[src/rtl/sqrt_arbiter_if.sv]
// Bundle of requester-side and sqrt-unit-side signals around the arbiter.
// slave is the arbiter's view; master is the surrounding environment's view.
interface sqrt_arbiter_if #(
  parameter int N_REQ = 4,
  parameter int ID_W  = 2
);
  logic [N_REQ-1:0]    req_bi;
  logic [16*N_REQ-1:0] a_bi;
  logic [N_REQ-1:0]    ack_bo;
  logic [7:0]          y_bo;
  logic [ID_W-1:0]     grant_id_bo;
  logic                busy_o;
  logic                sq_start_o;
  logic [15:0]         sq_a_bo;
  logic                sq_busy_i;
  logic [7:0]          sq_y_bi;

  modport slave (
    input  req_bi, a_bi, sq_busy_i, sq_y_bi,
    output ack_bo, y_bo, grant_id_bo, busy_o, sq_start_o, sq_a_bo
  );

  modport master (
    output req_bi, a_bi, sq_busy_i, sq_y_bi,
    input  ack_bo, y_bo, grant_id_bo, busy_o, sq_start_o, sq_a_bo
  );
endinterface

[src/rtl/sqrt_arbiter.sv]
// Round-robin sharing of a single sqrt unit among N_REQ requesters.
// One operation in flight; every output is a flop.
//
//  state       | meaning
//  ------------+-----------------------------------------------------------
//  S_IDLE      | arbitrate from last_ptr+1, latch winner's operand
//  S_ISSUE     | sq_start_o high for this single cycle
//  S_WAIT_BUSY | wait for the unit to raise sq_busy_i
//  S_WAIT_DONE | wait for sq_busy_i low, capture the root
//  S_RESP      | one-cycle ack to the granted requester
module sqrt_arbiter #(
  parameter int N_REQ = 4,
  parameter int ID_W  = 2
) (
  input logic           clk_i,
  input logic           rst_i,
  sqrt_arbiter_if.slave bus
);

  typedef enum logic [2:0] {
    S_IDLE,
    S_ISSUE,
    S_WAIT_BUSY,
    S_WAIT_DONE,
    S_RESP
  } state_t;

  state_t           state, state_nxt;
  logic [ID_W-1:0]  last_ptr, last_ptr_nxt;
  logic [ID_W-1:0]  grant, grant_nxt;
  logic [15:0]      sq_a, sq_a_nxt;
  logic [7:0]       y, y_nxt;
  logic [N_REQ-1:0] ack, ack_nxt;
  logic             start, start_nxt;
  logic             busy, busy_nxt;

  logic [ID_W-1:0]  pick;
  logic [ID_W-1:0]  cand;
  logic             pick_valid;

  // Scan offsets from farthest to nearest so the nearest set bit after
  // last_ptr is the one left standing.
  always_comb begin
    pick       = '0;
    cand       = '0;
    pick_valid = 1'b0;
    for (int i = N_REQ; i >= 1; i--) begin
      cand = ID_W'((int'(last_ptr) + i) % N_REQ);
      if (bus.req_bi[cand]) begin
        pick       = cand;
        pick_valid = 1'b1;
      end
    end
  end

  always_comb begin
    state_nxt    = state;
    last_ptr_nxt = last_ptr;
    grant_nxt    = grant;
    sq_a_nxt     = sq_a;
    y_nxt        = y;
    ack_nxt      = '0;
    start_nxt    = 1'b0;
    busy_nxt     = 1'b1;
    case (state)
      S_IDLE: begin
        busy_nxt = pick_valid;
        if (pick_valid) begin
          state_nxt    = S_ISSUE;
          grant_nxt    = pick;
          last_ptr_nxt = pick;
          sq_a_nxt     = bus.a_bi[int'(pick)*16 +: 16];
          start_nxt    = 1'b1;
        end
      end
      S_ISSUE: begin
        state_nxt = S_WAIT_BUSY;
      end
      S_WAIT_BUSY: begin
        if (bus.sq_busy_i) state_nxt = S_WAIT_DONE;
      end
      S_WAIT_DONE: begin
        if (!bus.sq_busy_i) begin
          state_nxt      = S_RESP;
          y_nxt          = bus.sq_y_bi;
          ack_nxt[grant] = 1'b1;
        end
      end
      S_RESP: begin
        state_nxt = S_IDLE;
        busy_nxt  = 1'b0;
      end
      default: begin
        state_nxt = S_IDLE;
        busy_nxt  = 1'b0;
      end
    endcase
  end

  always_ff @(posedge clk_i) begin
    if (rst_i) begin
      state    <= S_IDLE;
      last_ptr <= ID_W'(N_REQ - 1);
      grant    <= '0;
      sq_a     <= '0;
      y        <= '0;
      ack      <= '0;
      start    <= 1'b0;
      busy     <= 1'b0;
    end else begin
      state    <= state_nxt;
      last_ptr <= last_ptr_nxt;
      grant    <= grant_nxt;
      sq_a     <= sq_a_nxt;
      y        <= y_nxt;
      ack      <= ack_nxt;
      start    <= start_nxt;
      busy     <= busy_nxt;
    end
  end

  assign bus.ack_bo      = ack;
  assign bus.y_bo        = y;
  assign bus.grant_id_bo = grant;
  assign bus.busy_o      = busy;
  assign bus.sq_start_o  = start;
  assign bus.sq_a_bo     = sq_a;

endmodule

[src/flat_wrapper.sv]
// flat-port wrapper written by rule: the top's interface ports become plain ports
module sqrt_arbiter_flat 
#(
  parameter int N_REQ = 4,
  parameter int ID_W  = 2
)
  (clk_i, rst_i, bus_req_bi, bus_a_bi, bus_sq_busy_i, bus_sq_y_bi, bus_ack_bo, bus_y_bo, bus_grant_id_bo, bus_busy_o, bus_sq_start_o, bus_sq_a_bo);
  sqrt_arbiter_if #(.N_REQ(N_REQ), .ID_W(ID_W)) bus_i ();
  input logic clk_i;
  input logic rst_i;
  input wire logic [$bits(bus_i.req_bi)-1:0] bus_req_bi;
  input wire logic [$bits(bus_i.a_bi)-1:0] bus_a_bi;
  input wire logic [$bits(bus_i.sq_busy_i)-1:0] bus_sq_busy_i;
  input wire logic [$bits(bus_i.sq_y_bi)-1:0] bus_sq_y_bi;
  output wire logic [$bits(bus_i.ack_bo)-1:0] bus_ack_bo;
  output wire logic [$bits(bus_i.y_bo)-1:0] bus_y_bo;
  output wire logic [$bits(bus_i.grant_id_bo)-1:0] bus_grant_id_bo;
  output wire logic [$bits(bus_i.busy_o)-1:0] bus_busy_o;
  output wire logic [$bits(bus_i.sq_start_o)-1:0] bus_sq_start_o;
  output wire logic [$bits(bus_i.sq_a_bo)-1:0] bus_sq_a_bo;
  assign bus_i.req_bi = bus_req_bi;
  assign bus_i.a_bi = bus_a_bi;
  assign bus_i.sq_busy_i = bus_sq_busy_i;
  assign bus_i.sq_y_bi = bus_sq_y_bi;
  assign bus_ack_bo = bus_i.ack_bo;
  assign bus_y_bo = bus_i.y_bo;
  assign bus_grant_id_bo = bus_i.grant_id_bo;
  assign bus_busy_o = bus_i.busy_o;
  assign bus_sq_start_o = bus_i.sq_start_o;
  assign bus_sq_a_bo = bus_i.sq_a_bo;
  sqrt_arbiter #(.N_REQ(N_REQ), .ID_W(ID_W)) u_core (.clk_i(clk_i), .rst_i(rst_i), .bus(bus_i));
endmodule
[config.mk]
export PLATFORM = sky130hd
export DESIGN_NAME = sqrt_arbiter_flat
export DESIGN_NICKNAME = d
export VERILOG_FILES = /design/src/rtl/sqrt_arbiter_if.sv /design/src/rtl/sqrt_arbiter.sv /design/src/flat_wrapper.sv
export SDC_FILE = /design/constraint.sdc
export NUM_CORES = 1
export LEC_CHECK = 0
export CAP_MARGIN = 5
export CORE_UTILIZATION = 30
export DETAILED_ROUTE_END_ITERATION = 7
export GPL_ROUTABILITY_DRIVEN = 0
export PLACE_DENSITY = 0.64
export SLEW_MARGIN = 25
export SYNTH_ARGS = -nofsm -noshare
export SYNTH_HDL_FRONTEND = slang
export SYNTH_SLANG_ARGS = --single-unit
[constraint.sdc]
create_clock -name clk_i -period 2.2 [get_ports clk_i]
set_input_delay 0.33 -clock clk_i [delete_from_list [all_inputs] [get_ports clk_i]]
set_output_delay 0.33 -clock clk_i [all_outputs]
set_load 0.005 [all_outputs]
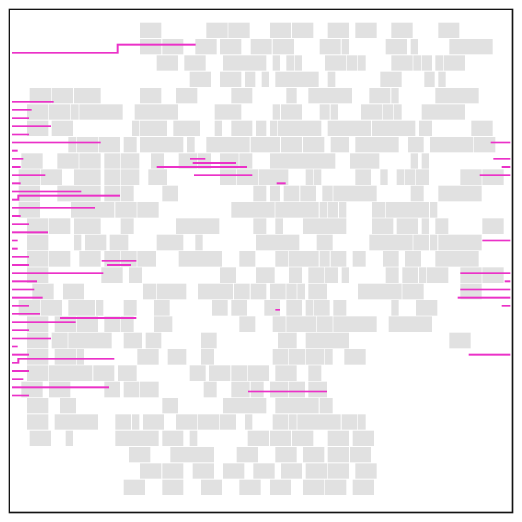
Fig. 1. The metal 3 layer (run 1).
Drawn at 6 px/um. Cells faint in the background.
The longest straight run is 17.5 um. The layer holds 5.7% of the routed length.
routed wire length: 6160 um
overall via count from detail_route: 2176
met3 demand-to-capacity share in global routing: 0.0524

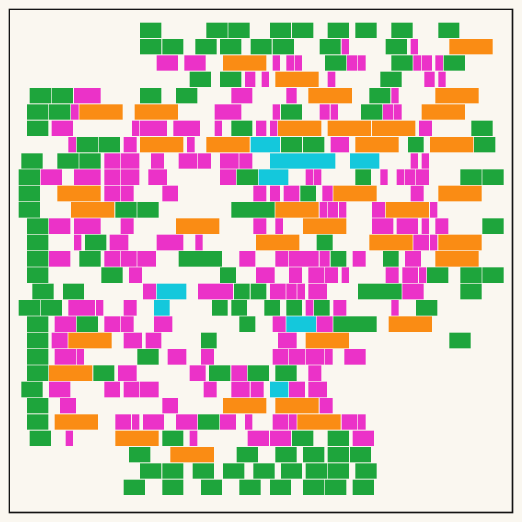
Fig. 2. Cells colored by class (run 1).
Drawn at 6 px/um.
clock drivers and dummy loads: in cyan, cells 8, share of their area 3.5%. sequential cells: in orange, cells 37, share of their area 22%. combinational and other logic: in magenta, cells 171, share of their area 35%. remaining buffers and delay cells: in green, cells 130, share of their area 39%.

==> results.py, run 1 <==
# Metrics from the implementation run
metrics = {
    "outcome": {
        "outcome": "finished clean",
    },
    "hold_path": {
        "hold-path-endpoint": "u_core.bus.y_bo[6]",
        "cell_count_of_the_worst_hold_path": 2,
        "min_path_type": "reg -> reg",
    },
    "route": {
        "m1WireLength_um": 2760,
        "met3RoutedLength_um": 350,
        "wl_per_cell_um": 14.6,
        "first_iter_violations": 92,
        "drt_pass1_iterations": 4,
        "highest_layer": "met4",
        "route.met2.wl_um": 3010,
    },
    "critical_path": {
        "critical_path_capture_point_type": "flop",
        "reg2reg_end": "u_core.bus.sq_a_bo[5]",
        "cell_with_the_biggest_individual_delay_on_the_critical_path": "clkdlybuf4s50_1",
        "rr_startpoint": "u_core.last_ptr[0]",
        "timing.critical_path.required_ns": 2.37,
        "crit_path_max_incr_delay_ns": 0.52,
        "critical_path_peak_fanout": 7,
    },
    "yosys": {
        "synth_largest_type_area_fraction": 0.370,
        "yosys_cells": 226,
        "ys_sh_aoi": 0.282,
        "post_synth_xor_area_fraction": 0,
        "synth-seq-area-share": 0.370,
        "yosys_area_mm2": 0.00200,
        "muxShareOfSynthArea": 0.0801,
        "ff_type": "dfxtp_1",
        "post_synth_top_area_cell": "dfxtp_1",
        "synth.avg_cell_area_um2": 8.85,
        "synthSimpleGateAreaFrac": 0.210,
        "ys_sh_adder": 0,
        "top_logic_kind": "AND-OR/OR-AND gates",
    },
    "layout": {
        "layout-area-overhead-vs-synth_pct": 70.5,
        "max_reg_flops": 16,
        "final_layout_size_suffix_gt1_frac": 0.133,
        "bufAreaShareNonClock": 0.382,
        "final_design_area_no_fill_mm2": 0.00341,
        "insertedDiodeCount": 0,
        "final_nets": 424,
        "number_of_sequential_cells_in_the_layout": 37,
        "clockBufferCount": 5,
    },
    "clock_tree": {
        "htreeDepth": 2,
        "post_cts_resize_count": 0,
        "path_clk_slew_ns": 0.08,
        "cts_hold_buf": 0,
        "post_cts_buffers": 0,
        "clock_sink_total": 37,
    },
    "pwr": {
        "p_per_area_mw_per_mm2": 651,
        "cell_internal_pwr_mw": 1.57,
        "top_power_group": "sequential cells",
        "irDropWorstVdd_mv": 0.436,
        "combPwrFrac": 0.362,
        "power.share.switching": 0.294,
        "power.switching_uw": 653,
        "part_of_the_total_power_dissipated_in_the_clock_network": 0.272,
        "pwr.group.clock_uw": 605,
        "power_mw": 2.22,
        "sequentialPower_uw": 812,
    },
    "final_timing": {
        "min_period_over_period": 0.849,
        "maxSlewHeadroom": 0.740,
        "slew_viol_final": 0,
        "count_of_endpoints_failing_setup_in_the_final_report": 0,
        "grt_setup_unrepaired": "no",
        "timing_hold_violations_final": 0,
        "accumulated_negative_setup_slack_ns": 0,
    },
    "floorplanning": {
        "design.portCount": 111,
        "floorplan.rows": 29,
        "starting_density": 0.313,
        "die-width_um": 83.6,
        "die.size.y_um": 83.6,
        "num_tap_cells": 77,
    },
    "place": {
        "place_area_mm2": 0.00329,
        "post-place-ws_ns": 0.0388,
        "dp_hpwl_um": 4650,
    },
    "job": {
        "drv.max_cap_violation_count": 0,
    },
    "grt": {
        "gr-usage-met2": 0.313,
        "first_global_vias": 2173,
        "global_routing_met1_resource_utilization": 0.225,
        "grt_start_max_net_pins": 17,
        "wire_length_of_the_first_global_routing_pass_um": 10200,
        "gr-total-overflow": 0,
    },
}
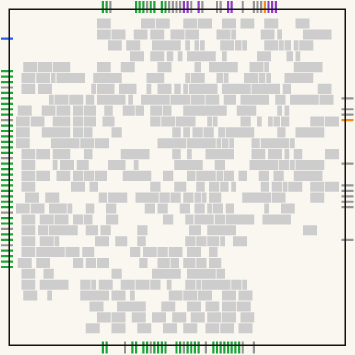
Fig. 3. I/O pins on the die edge (run 1).
Drawn at 4 px/um. Pins as bars across the die edge, other pins in gray.
clk_i: in blue, pins 1, direction input, edge west. bus_grant_id_bo: in orange, pins 2, direction output, edge 1 north, 1 east. bus_y_bo: in purple, pins 8, direction output, edge north. bus_a_bi: in green, pins 64, direction input, edge 31 west, 24 south, 9 north.

==> inputs of run 2 (changes only) <==
==> constraint.sdc (replaced) <==
create_clock -name clk_i -period 1.87 [get_ports clk_i]
set_input_delay 0.2805 -clock clk_i [delete_from_list [all_inputs] [get_ports clk_i]]
set_output_delay 0.2805 -clock clk_i [all_outputs]
set_load 0.005 [all_outputs]
==> results.py, run 2 <==
# Metrics from the implementation run
metrics = {
    "pwr": {
        "pwr.group.clock_uw": 716,
        "cell_internal_pwr_mw": 1.85,
        "sequentialPower_uw": 954,
        "top_power_group": "combinational cells",
        "power.share.switching": 0.297,
        "p_per_area_mw_per_mm2": 759,
        "power.switching_uw": 782,
        "irDropWorstVdd_mv": 0.392,
        "combPwrFrac": 0.366,
    },
    "yosys": {
        "top_logic_kind": "AND-OR/OR-AND gates",
        "synth.avg_cell_area_um2": 8.85,
        "yosys_area_mm2": 0.00200,
        "ff_type": "dfxtp_1",
        "post_synth_top_area_cell": "dfxtp_1",
        "synth-seq-area-share": 0.370,
        "ys_sh_aoi": 0.282,
        "yosys_cells": 226,
        "synth_largest_type_area_fraction": 0.370,
        "synthSimpleGateAreaFrac": 0.210,
        "ys_sh_adder": 0,
    },
    "layout": {
        "final_layout_size_suffix_gt1_frac": 0.163,
        "layout-area-overhead-vs-synth_pct": 73.6,
        "max_reg_flops": 16,
        "insertedDiodeCount": 0,
        "layoutNonFillerInstCount": 432,
        "clockBufferCount": 5,
        "layout_top_cells_excl_fill_tap": "clkdlybuf4s50_1 (109), nand2_1 (39), dfxtp_1 (37), buf_4 (26)",
        "final_design_area_no_fill_mm2": 0.00347,
        "final_nets": 433,
        "number_of_sequential_cells_in_the_layout": 37,
        "bufAreaShareNonClock": 0.389,
    },
    "final_timing": {
        "accumulated_negative_setup_slack_ns": 0,
        "count_of_endpoints_failing_setup_in_the_final_report": 0,
        "grt_setup_unrepaired": "yes",
        "timing_hold_violations_final": 0,
        "slew_viol_final": 0,
        "maxSlewHeadroom": 0.758,
    },
    "grt": {
        "global_routing_met1_resource_utilization": 0.227,
        "grt_util_all_layers": 0.185,
        "gr-total-overflow": 0,
        "gr-usage-met2": 0.305,
        "grt_util_met3": 0.0544,
        "first_global_vias": 2281,
    },
    "hold_path": {
        "hold-path-endpoint": "u_core.bus.y_bo[2]",
        "min_path_type": "reg -> reg",
        "cell_count_of_the_worst_hold_path": 2,
    },
    "floorplanning": {
        "die-width_um": 83.6,
        "num_tap_cells": 77,
        "starting_density": 0.313,
        "die.size.y_um": 83.6,
        "floorplan.rows": 29,
        "design.portCount": 111,
        "floorplan.die_area_mm2": 0.00699,
    },
    "critical_path": {
        "critical_path_peak_fanout": 7,
        "critPathMostFrequentCell": "buf_4",
        "cell_with_the_biggest_individual_delay_on_the_critical_path": "clkdlybuf4s50_1",
        "critical_path.top_delay_family": "buffers and inverters",
        "critical_path_capture_point_type": "flop",
        "reg2reg_end": "u_core.bus.sq_a_bo[10]",
        "rr_startpoint": "u_core.last_ptr[0]",
    },
    "route": {
        "highest_layer": "met4",
        "m1WireLength_um": 2790,
        "wl_per_cell_um": 14.5,
        "first_iter_violations": 121,
        "route.met2.wl_um": 2910,
    },
    "clock_tree": {
        "post_cts_buffers": 0,
        "cts_hold_buf": 0,
        "post_cts_resize_count": 0,
        "clock_sink_total": 37,
        "htreeDepth": 2,
        "path_clk_slew_ns": 0.08,
    },
    "place": {
        "dp_hpwl_um": 4710,
        "post-place-ws_ns": -0.227,
        "place_area_mm2": 0.00334,
    },
    "outcome": {
        "outcome": "finished clean",
    },
}
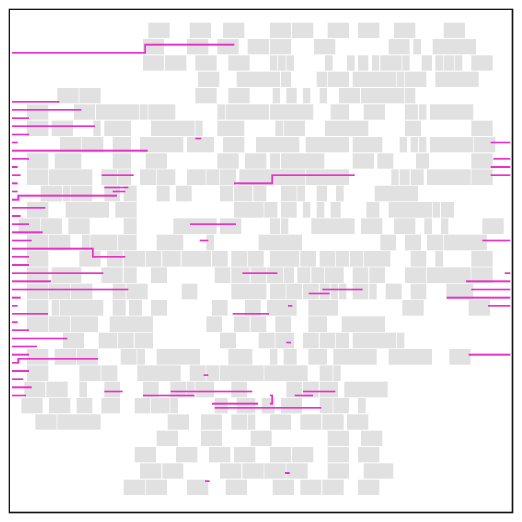
Fig. 4. The metal 3 layer (run 2).
Drawn at 6 px/um. Cells faint in the background.
The longest straight run is 22.3 um. The layer holds 6.8% of the routed length.
overall via count from detail_route: 2218
routed wire length: 6240 um

Power and IR drop assume default switching activity.
